Run 1, zoomed window:
The bar under the picture is 10 um long. Region (88, 48) to (113, 73) um. Cells in grey, sequential cells in the stronger grey; small squares are vias.
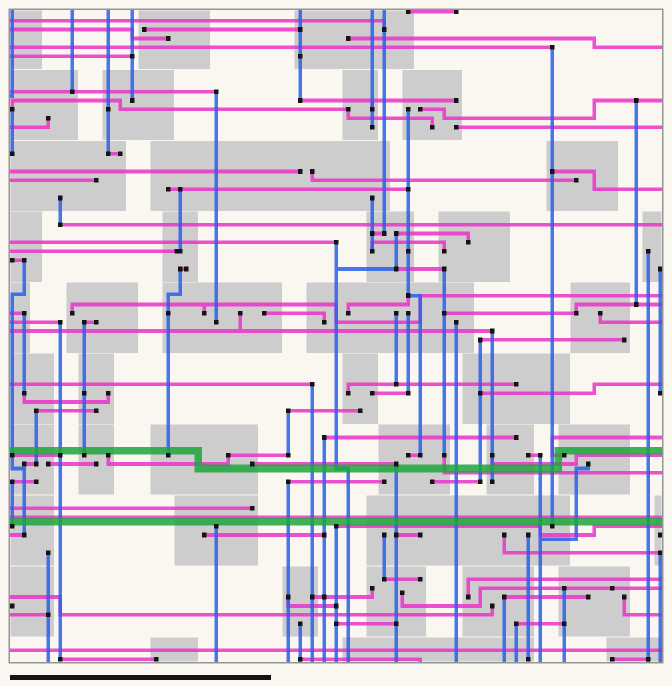
Run 1, gate families picked out:
The bar under the picture is 50 um long.
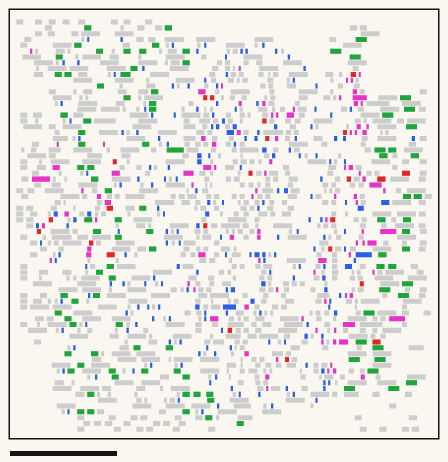
Run 1, routed metal per tile:
20 x 20 tiles, from black (low) to pale yellow (high), scaled to the fullest tile. Values are wire area over tile area, all layers added.
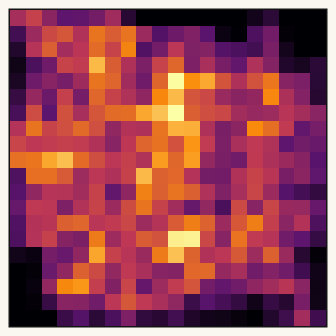
===== src/rtl/xc_malu_pkg.sv =====
// xc_malu_pkg: shared constants and state encoding for the malu sequential units
package xc_malu_pkg;
  localparam int XLEN = 32;
  localparam int MULSEQ_CW = 6;
  typedef enum logic [1:0] {
    MULSEQ_IDLE = 2'd0,
    MULSEQ_RUN  = 2'd1,
    MULSEQ_DONE = 2'd2
  } mulseq_state_e;
endpackage


===== src/rtl/xc_malu_mulseq_if.sv =====
// xc_malu_mulseq_if: request/response bundle between the malu issue logic and the multiplier
interface xc_malu_mulseq_if;
  import xc_malu_pkg::*;
  logic                 valid;
  logic                 flush;
  logic [XLEN-1:0]      rs1;
  logic [XLEN-1:0]      rs2;
  logic                 op_lhs_signed;
  logic                 op_rhs_signed;
  logic                 op_high;
  logic                 busy;
  logic                 ready;
  logic [XLEN-1:0]      result;
  logic [MULSEQ_CW-1:0] count;
  modport master (
    output valid, flush, rs1, rs2, op_lhs_signed, op_rhs_signed, op_high,
    input  busy, ready, result, count
  );
  modport slave (
    input  valid, flush, rs1, rs2, op_lhs_signed, op_rhs_signed, op_high,
    output busy, ready, result, count
  );
endinterface


===== src/rtl/xc_malu_mulseq_step.sv =====
// xc_malu_mulseq_step: one add/subtract-and-shift step of the radix-2 multiplier
// XC_MALU_MULSEQ_EARLY_EXIT_EN: also detects an all-zero remaining multiplier and finishes in one shift
module xc_malu_mulseq_step import xc_malu_pkg::*; (
  input  logic [XLEN:0]          hi,
  input  logic [XLEN-1:0]        lo,
  input  logic [XLEN:0]          mcand,
  input  logic                   sub,
  input  logic [MULSEQ_CW-1:0]   count,
  input  logic                   rhs_signed,
  output logic [XLEN:0]          hi_n,
  output logic [XLEN-1:0]        lo_n,
  output logic                   early
);
  logic [XLEN:0]   addend;
  logic [XLEN+1:0] sum;
  assign addend = lo[0] ? mcand : '0;
  // one guard bit keeps an unsigned carry out of hi from being shifted back in as a sign
  assign sum = sub ? {hi[XLEN], hi} - {addend[XLEN], addend}
                   : {hi[XLEN], hi} + {addend[XLEN], addend};
`ifdef XC_MALU_MULSEQ_EARLY_EXIT_EN
  logic [2*XLEN:0] acc_sh;
  logic [XLEN-1:0] rest;
  assign rest   = lo & ({XLEN{1'b1}} >> count);
  assign early  = ~|rest & ~(rhs_signed & (count == MULSEQ_CW'(XLEN - 1)));
  assign acc_sh = $signed({hi, lo}) >>> (MULSEQ_CW'(XLEN) - count);
  assign hi_n   = early ? acc_sh[2*XLEN:XLEN] : sum[XLEN+1:1];
  assign lo_n   = early ? acc_sh[XLEN-1:0] : {sum[0], lo[XLEN-1:1]};
`else
  logic unused_early_inputs;
  assign unused_early_inputs = ^{count, rhs_signed};
  assign early = 1'b0;
  assign hi_n  = sum[XLEN+1:1];
  assign lo_n  = {sum[0], lo[XLEN-1:1]};
`endif
endmodule


===== src/rtl/xc_malu_mulseq.sv =====
// xc_malu_mulseq: sequential shift-add multiplier (mul/mulh/mulhsu/mulhu) for the multi-cycle ALU
// XC_MALU_MULSEQ_EARLY_EXIT_EN: finish as soon as the remaining multiplier bits are zero
module xc_malu_mulseq import xc_malu_pkg::*; #(
  parameter int XLEN = 32
) (
  input  logic            clock,
  input  logic            resetn,
  xc_malu_mulseq_if.slave bus
);
  if (XLEN != 32) begin : g_xlen_bad
    $error("xc_malu_mulseq: only XLEN=32 is supported");
  end
  mulseq_state_e        state_q, state_d;
  logic [XLEN:0]        hi_q, hi_d, mcand_q, mcand_d, hi_n;
  logic [XLEN-1:0]      lo_q, lo_d, lo_n, result_q, result_d;
  logic [MULSEQ_CW-1:0] count_q, count_d;
  logic                 rhs_signed_q, rhs_signed_d, high_q, high_d;
  logic                 busy_q, busy_d, ready_q, ready_d;
  logic                 last, sub, early;
  assign last = count_q == MULSEQ_CW'(XLEN - 1);
  // the multiplier sign bit carries weight -2^31, so its partial product is subtracted
  assign sub  = rhs_signed_q & last;
  xc_malu_mulseq_step u_step (
    .hi         (hi_q),
    .lo         (lo_q),
    .mcand      (mcand_q),
    .sub        (sub),
    .count      (count_q),
    .rhs_signed (rhs_signed_q),
    .hi_n       (hi_n),
    .lo_n       (lo_n),
    .early      (early)
  );
  always_comb begin
    state_d      = state_q;
    hi_d         = hi_q;
    lo_d         = lo_q;
    mcand_d      = mcand_q;
    count_d      = count_q;
    rhs_signed_d = rhs_signed_q;
    high_d       = high_q;
    busy_d       = busy_q;
    ready_d      = ready_q;
    result_d     = result_q;
    if (bus.flush) begin
      state_d  = MULSEQ_IDLE;
      count_d  = '0;
      busy_d   = 1'b0;
      ready_d  = 1'b0;
      result_d = '0;
    end else if (state_q == MULSEQ_IDLE) begin
      count_d = '0;
      if (bus.valid) begin
        state_d      = MULSEQ_RUN;
        busy_d       = 1'b1;
        mcand_d      = {bus.op_lhs_signed & bus.rs1[XLEN-1], bus.rs1};
        hi_d         = '0;
        lo_d         = bus.rs2;
        rhs_signed_d = bus.op_rhs_signed;
        high_d       = bus.op_high;
      end
    end else if (state_q == MULSEQ_RUN) begin
      hi_d    = hi_n;
      lo_d    = lo_n;
      count_d = (early | last) ? MULSEQ_CW'(XLEN) : count_q + 1'b1;
      if (early | last) begin
        state_d  = MULSEQ_DONE;
        busy_d   = 1'b0;
        ready_d  = 1'b1;
        result_d = high_d ? hi_n[XLEN-1:0] : lo_n;
      end
    end
  end
  always_ff @(posedge clock or negedge resetn) begin
    if (!resetn) begin
      state_q      <= MULSEQ_IDLE;
      hi_q         <= '0;
      lo_q         <= '0;
      mcand_q      <= '0;
      count_q      <= '0;
      rhs_signed_q <= 1'b0;
      high_q       <= 1'b0;
      busy_q       <= 1'b0;
      ready_q      <= 1'b0;
      result_q     <= '0;
    end else begin
      state_q      <= state_d;
      hi_q         <= hi_d;
      lo_q         <= lo_d;
      mcand_q      <= mcand_d;
      count_q      <= count_d;
      rhs_signed_q <= rhs_signed_d;
      high_q       <= high_d;
      busy_q       <= busy_d;
      ready_q      <= ready_d;
      result_q     <= result_d;
    end
  end
  assign bus.busy   = busy_q;
  assign bus.ready  = ready_q;
  assign bus.result = result_q;
  assign bus.count  = count_q;
endmodule


===== src/flat_wrapper.sv =====
// flat-port wrapper written by rule: the top's interface ports become plain ports
module xc_malu_mulseq_flat import xc_malu_pkg::*;
#(
  parameter int XLEN = 32
)
  (clock, resetn, bus_valid, bus_flush, bus_rs1, bus_rs2, bus_op_lhs_signed, bus_op_rhs_signed, bus_op_high, bus_busy, bus_ready, bus_result, bus_count);
  xc_malu_mulseq_if bus_i ();
  input  logic clock;
  input  logic resetn;
  input wire logic [$bits(bus_i.valid)-1:0] bus_valid;
  input wire logic [$bits(bus_i.flush)-1:0] bus_flush;
  input wire logic [$bits(bus_i.rs1)-1:0] bus_rs1;
  input wire logic [$bits(bus_i.rs2)-1:0] bus_rs2;
  input wire logic [$bits(bus_i.op_lhs_signed)-1:0] bus_op_lhs_signed;
  input wire logic [$bits(bus_i.op_rhs_signed)-1:0] bus_op_rhs_signed;
  input wire logic [$bits(bus_i.op_high)-1:0] bus_op_high;
  output wire logic [$bits(bus_i.busy)-1:0] bus_busy;
  output wire logic [$bits(bus_i.ready)-1:0] bus_ready;
  output wire logic [$bits(bus_i.result)-1:0] bus_result;
  output wire logic [$bits(bus_i.count)-1:0] bus_count;
  assign bus_i.valid = bus_valid;
  assign bus_i.flush = bus_flush;
  assign bus_i.rs1 = bus_rs1;
  assign bus_i.rs2 = bus_rs2;
  assign bus_i.op_lhs_signed = bus_op_lhs_signed;
  assign bus_i.op_rhs_signed = bus_op_rhs_signed;
  assign bus_i.op_high = bus_op_high;
  assign bus_busy = bus_i.busy;
  assign bus_ready = bus_i.ready;
  assign bus_result = bus_i.result;
  assign bus_count = bus_i.count;
  xc_malu_mulseq #(.XLEN(XLEN)) u_core (.clock(clock), .resetn(resetn), .bus(bus_i));
endmodule

===== config.mk =====
export PLATFORM = sky130hd
export DESIGN_NAME = xc_malu_mulseq_flat
export DESIGN_NICKNAME = d
export VERILOG_FILES = /design/src/rtl/xc_malu_pkg.sv /design/src/rtl/xc_malu_mulseq_if.sv /design/src/rtl/xc_malu_mulseq_step.sv /design/src/rtl/xc_malu_mulseq.sv /design/src/flat_wrapper.sv
export SDC_FILE = /design/constraint.sdc
export NUM_CORES = 1
export LEC_CHECK = 0
export CELL_PAD_IN_SITES_DETAIL_PLACEMENT = 1
export CELL_PAD_IN_SITES_GLOBAL_PLACEMENT = 2
export CORE_MARGIN = 2
export CORE_UTILIZATION = 25
export DETAILED_ROUTE_END_ITERATION = 10
export PLACE_DENSITY_LB_ADDON = 0.1
export SLEW_MARGIN = 30
export SYNTH_ARGS = -nofsm -noshare
export SYNTH_HDL_FRONTEND = slang
export SYNTH_HIERARCHICAL = 1
export SYNTH_SLANG_ARGS = --single-unit

===== constraint.sdc =====
create_clock -name clock -period 4.3 [get_ports clock]
set_clock_uncertainty 0.05 [all_clocks]
set_input_delay 1.29 -clock clock [delete_from_list [all_inputs] [get_ports clock]]
set_output_delay 1.29 -clock clock [all_outputs]
set_load 0.03 [all_outputs]

==> out/qor.yml, run 1 <==
sta:
  setup_violations: 0
  tightest_slew_ns: 0.8349
  fin_hold_ws_ns: 0.4409
  tns_ns: 0
synth:
  synthTopCellsByCount: "nand2_1 (163), dfrtp_1 (141), o21ai_0 (95)"
  ys_sh_xor_pct: 4.736
  synth_seq_share_pct: 36.69
  synth.comb.largest_family: "AND-OR/OR-AND gates"
  top_cell_area_share_pct: 36.69
critical_path:
  crit_path_start_kind: "flip-flop"
  crit_path_max_incr_delay_ns: 0.57
  reg2reg_depth: 18
  cp.arrival_ns: 4.47
  startpoint: "u_core/mcand_q[2]"
  path_cells: "or4_4 -> nor3_4 -> o21a_2 -> nor2_4 -> buf_4 -> xor2_1 -> ha_1 -> buf_6 -> nand3_4 -> a211oi_4 -> a31oi_4 -> o21a_4 -> o41a_1 -> o21ai_2 -> xor2_1 -> buf_4 -> mux2i_2 -> a211oi_2"
route:
  met3_length_um: 1009
  wl_met2_um: 14770
  wirelength_met1_um: 18140
  drtIter0Drc: 311
  drt_first_pass_iters: 4
  drc: 0
floorplan:
  die_x_um: 200.1
  die_h_um: 200.1
  io_pins: 111
finish:
  nClkBuffers: 19
  fillCellCount: 4353
  drive_above_1_share_pct: 27.54
power_and_ir_drop:
  pg_clk_w: 0.00154
hold_path:
  hold-path-endpoint: "u_core/hi_q[0]"
clocking:
  clock_latency_ns: 0.46
  ctsHtreeMaxLevel: 4
run_status:
  status: "complete, no violations"
placement:
  dp_slack_ns: -0.4405
Back to the opening pictures, 'zoomed window':
Key: metal 2 = blue; metal 3 = green; metal 1 = magenta
34 logic cells have their middle in the window. Sequential cells in the window: 0. Most frequent: buf_4 (9), nand2_1 (5).

Back to the opening pictures, 'gate families picked out':
Key: AND and OR gates = red [cells 23]; multiplexers = green [cells 99, where all over the die]; NOR gates = magenta [cells 97]; NAND gates = blue [cells 200]
Comb area share: 44.17%
Top cell excl fill/tap: buf_4
Final Non-Filler Cells: 1789

Back to the opening pictures, 'routed metal per tile':
6.5% of the tiles are nearly empty. 34% of the tiles are over half the peak. The mean over all tiles is 0.13.
final WL: 34090 um
via count: 8258
GRT Util Overall: 17.27%
WL/cell: 19.06 um

## Run 2: what changed since run 1
--- a/config.mk
+++ b/config.mk
@@ -10,6 +10,7 @@
 export CORE_MARGIN = 2
 export CORE_UTILIZATION = 25
 export DETAILED_ROUTE_END_ITERATION = 10
+export GPL_TIMING_DRIVEN = 0
 export PLACE_DENSITY_LB_ADDON = 0.1
 export SLEW_MARGIN = 30
 export SYNTH_ARGS = -nofsm -noshare
==> constraint.sdc (replaced) <==
create_clock -name clock -period 4.7 [get_ports clock]
set_clock_uncertainty 0.05 [all_clocks]
set_input_delay 1.41 -clock clock [delete_from_list [all_inputs] [get_ports clock]]
set_output_delay 1.41 -clock clock [all_outputs]
set_load 0.03 [all_outputs]
Run 2, placed standard cells:
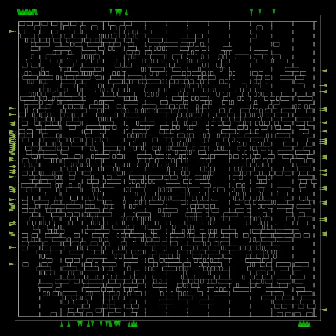
tally of filler cells in the layout: 4304
Rows: 71
Seq/total area: 28.10%

Run 2, clock distribution:
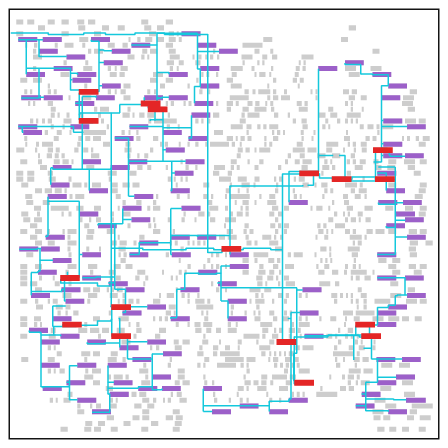
Key: clock drivers = red [count 17]; flip-flops = purple [count 141]; clock wires = cyan [length 2730 um]
There are 18 routed clock nets. Position of the flops: all over the die.
clk_lat worst skew: 0.45 ns
clock group share of total power: 17.6%
P_clk: 0.00143 W

==> run 2 against run 1 <==
Final cell count fell by 3.9%. Sequential power shrank 11%. Combinational power shrank 22%. Fmax fell by 7.8%. Largest cell class unchanged. Largest power group unchanged.
==> out/qor.yml, run 2 <==
run_status:
  status: "complete, no violations"
route:
  drc: 0  # unchanged
  num_vias: 8157  # -1.2%
  drt_first_pass_iters: 4  # unchanged
  drtIter0Drc: 250  # -20%
  wirelength_met1_um: 17770  # -2.0%
  wl_um: 34420  # +0.97%
  wl_met2_um: 15360  # +4.0%
  wire_per_inst_um: 20.01  # +5.0%
  met3_length_um: 925  # -8.3%
synth:
  synthTopCellsByCount: "nand2_1 (163), dfrtp_1 (141), o21ai_0 (95)"
  synth_seq_share_pct: 36.69  # unchanged
  synth.comb.largest_family: "AND-OR/OR-AND gates"
  top_cell_area_share_pct: 36.69  # unchanged
  ys_sh_xor_pct: 4.736  # unchanged
placement:
  dp_slack_ns: -1.517  # -1.077 ns
sta:
  tns_ns: 0  # unchanged
  fin_hold_ws_ns: 0.4281  # -0.01283 ns
  tightest_slew_ns: 0.8450  # +0.01010 ns
  setup_violations: 0  # unchanged
grt:
  grt_use_total_pct: 17.48  # +0.21 points
finish:
  layoutNonFillerInstCount: 1720  # -3.9%
  final_layout_top_logic_cell: "nand2_1"
  nClkBuffers: 18  # -1
critical_path:
  path_cells: "ha_2 -> and3_2 -> and3_4 -> buf_6 -> clkbuf_4 -> nor2_1 -> xor2_1 -> nand2_2 -> ha_4 -> and2_1 -> o211ai_1 -> a211o_1 -> buf_4 -> nand3_1 -> nand2_1 -> o311ai_2 -> xor2_1 -> buf_4 -> mux2i_2 -> a211oi_2"
  reg2reg_depth: 20  # +2
  crit_path_max_incr_delay_ns: 0.43  # -0.14 ns
  cp.arrival_ns: 4.77  # +0.30 ns
  startpoint: "u_core/bus.count[0]"
clocking:
  ctsHtreeMaxLevel: 4  # unchanged
floorplan:
  die_h_um: 200.1  # unchanged
Power is estimated from default activity; no workload was simulated.
